**M1 wires**

Supply wires on this layer in grey.
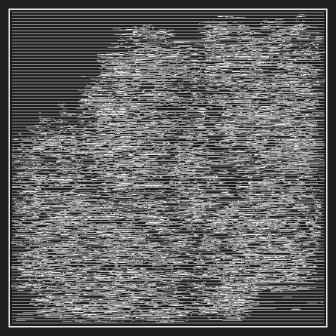
**The metal 2 layer**

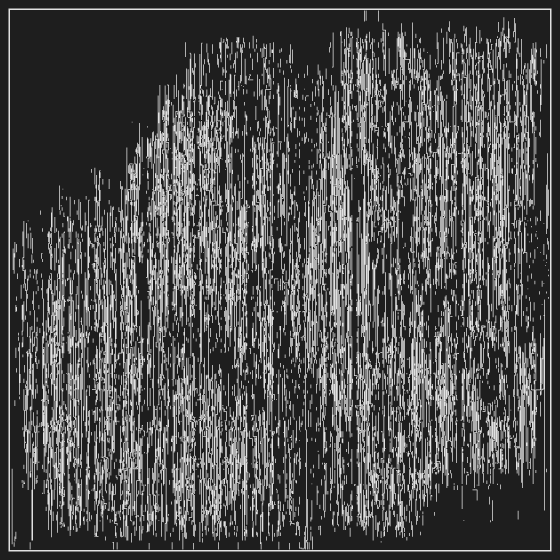
**The metal 3 layer**

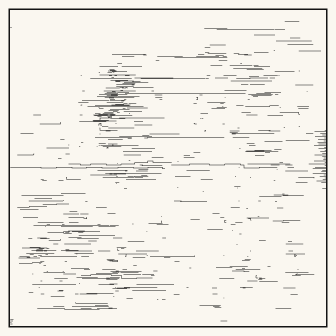
**The metal 4 layer**

The bar under the picture is 100 µm long. Supply wires on this layer in grey.
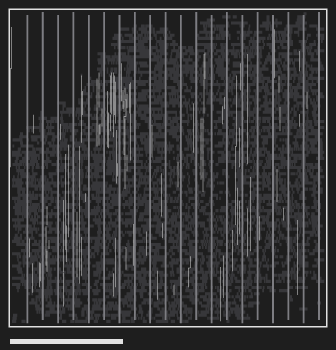
**Clock wiring as the flow saved it**

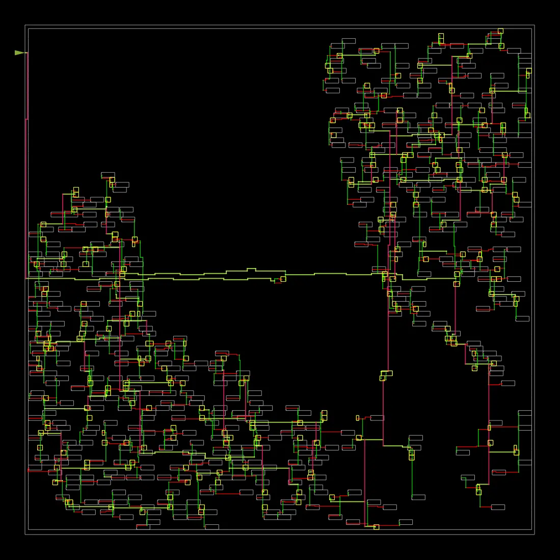
Design iir_biquad_cascade, sky130hd; sources not shown.
==> results.ini <==
[outcome]
status=complete, no violations

[synth]
largest_area_cell=dfxtp_1
ys_top_cells_by_area=dfxtp_1 27%, fa_1 15%, nand2_1 12%, nor2_1 9.0%, inv_1 8.8%
ys_cells=5013
xor_area_frac=0.0252
top_cell=nand2_1
synth_sequential_area_ratio=0.272
netlist_area_um2=34400
ys_async_sr_fraction=0
fa_ha_area_frac=0.202
top_cells_by_count=1106 x nand2_1, 826 x nor2_1, 807 x inv_1
ff_type=dfxtp_1
synthSimpleGateAreaFrac=0.247
synthTopLogicFamily=simple AND/OR/NAND/NOR gates
yosys-stat-area_um2=34400
synth_warnings=0
ys_sh_aoi=0.138
top_cell_area_share=0.272
syn_area_per_cell_um2=6.86
floorplan.nets=5450
ys.flops=468
ys_sh_mux=0
netlist_instances=5013
yosysUniqueCellTypes=52
edf_count=0

[run]
drv_cap=0
tool_warnings=36

[critical_path]
worstPathRequired_ns=24.13
path_depth=47
worst_setup_path_start_kind=flop
worst-path-max-fanout=68
slowest_delay_ns=0.71
crit_path_top_delay_cell=buf_4
cp-end-kind=flop
reg2reg_slack_ns=11.33
reg2regPathDepth=47
path_delay_family=adder cells
crit_top_cell=nand2_1
critical_path_class=reg -> reg
worst-path-buf-inv=10
crit_arrival_ns=12.80

[detailed_routing]
routedWlPerCell_um=17.4
drc=0
dr.first_iter.drc_count=2700
first_pass_iters=6
vias_per_cell=5.22
ant_nets=0

[hold_path]
worstHoldPathType=reg -> reg
worst_hold_path.num_cells=2

[final_layout]
diodes=2
clk_share=0.0446
ff_count=468
comb_share=0.564
sh_seq_area=0.251
area_growth_pct=8.77
largestClassByArea=combinational gates
final_nets=5464
logic_area_um2=21100
flop_area_um2=9370
nonClkBufAreaFrac=0.0253
comb_cells=3496
nNonClkBuffers=105
drive_gt1_frac=0.0580
inverters=822
largest_reg_flops=256
fill_cells=7865

[cts]
cts_tree=yes
clock-root-buffer=clkbuf_4
clkSlewWorstSetupHoldPaths_ns=0.06
ctsHtreeMaxLevel=4
cts_buffer_depth=3

[floorplanning]
core_um2=75800
taps=978
fp_util=0.453
row_count=101
die_w_um=279
io_pins=62
fp.dieH_um=279
die_area_um2=78100

[final_timing]
max_freq_mhz=83.5
rsz0062_at_grt=false
report.final.slew_viol_count=0
period_used_share=0.514
hold_slack_ns=0.375
tightest_slew_ns=1.12
setup_tns_ns=0
min_period_ns=11.97
final_hold_viol_count=0
slew_headroom=0.255
setup_viol=0

[global_routing]
grt_pass1_wl_um=168000
gr-usage-all-layers=0.272
grt_pass1_vias=30600
grt_max_degree=115
grt.overflow.total=0
antenna_found_initial=2

[placed_design]
io_buffers=61
globalplace.congestion=0.981
dp.final_hpwl_um=75200

-- 'M1 wires' (at the start) --
The longest straight run is 56.6 µm. 5202 nets have wire on it. The layer carries 46.6 mm of wire. The wires run mostly horizontal. The layer holds 44% of the routed length.
DRT Wirelength: 106000 µm
routing usage on met1: 0.354

-- 'the metal 2 layer' (at the start) --
The layer carries 50.2 mm of wire. The longest straight run is 109 µm. 4096 nets have wire on it. The wires run mostly vertical.
met2 usage: 0.457
via count: 31800

-- 'the metal 3 layer' (at the start) --
The layer carries 6120 µm of wire. The longest straight run is 106 µm. The wires run mostly horizontal. The layer holds 5.8% of the routed length.
met3 Track Usage GR: 0.0432

-- 'the metal 4 layer' (at the start) --
The layer carries 3110 µm of wire. The layer holds 2.9% of the routed length.

-- 'clock wiring as the flow saved it' (at the start) --
clk sink count: 468
total CTS buffers: 134
CLK BUF: 191
clk latency late pin: 1.01 ns

==> logic make-up after synthesis <==
family,Yosys count
buffers and inverters,1049
and+or+nand+nor,2150
adders and majority gates,396
AOI/OAI and AO/OA,851
xor gates and xnor gates,99
DFF,468
==> layout by cell type, fill, tap and decap left out, drive strengths merged, types with 6 or more instances in the layout <==
| master | Yosys | layout |
|---|---|---|
| inv | 814 | 823 |
| a31oi | 10 | 10 |
| o21a | 6 | 6 |
| a21oi | 390 | 390 |
| nor3 | 34 | 34 |
| xor2 | 74 | 74 |
| nand4 | 30 | 30 |
| clkdlybuf4s50 | 0 | 60 |
| o32ai | 15 | 15 |
| a221o | 27 | 27 |
| clkinv | 8 | 38 |
| a22oi | 30 | 30 |
| buf | 34 | 45 |
| o21ai | 306 | 306 |
| xnor2 | 25 | 25 |
| dfxtp | 468 | 468 |
| fa | 264 | 264 |
| o22ai | 17 | 17 |
| nand2 | 1119 | 1119 |
| nor2 | 828 | 828 |
| a21o | 6 | 6 |
| and2 | 7 | 7 |
| nand3 | 117 | 117 |
| o311ai | 15 | 15 |
| ha | 132 | 132 |
| clkbuf | 193 | 191 |
| o211ai | 18 | 18 |
==> per-stage QoR <==
stage	instances	setup WS [ns]	area, µm²	util
final	6102	11.33	37400	0.493
after floorplan	5013	13.86	34400	-
after global placement	5868	11.38	35700	0.471
after global routing	6102	10.48	37400	0.493
after CTS	6100	11.43	37400	0.493
after detailed placement	5869	11.43	35700	0.471
==> layer usage <==
metal,track usage,wire length (µm)
met4,0.0941,3110
met5,0,0
met3,0.0432,6120
met1,0.354,46600
met2,0.457,50200
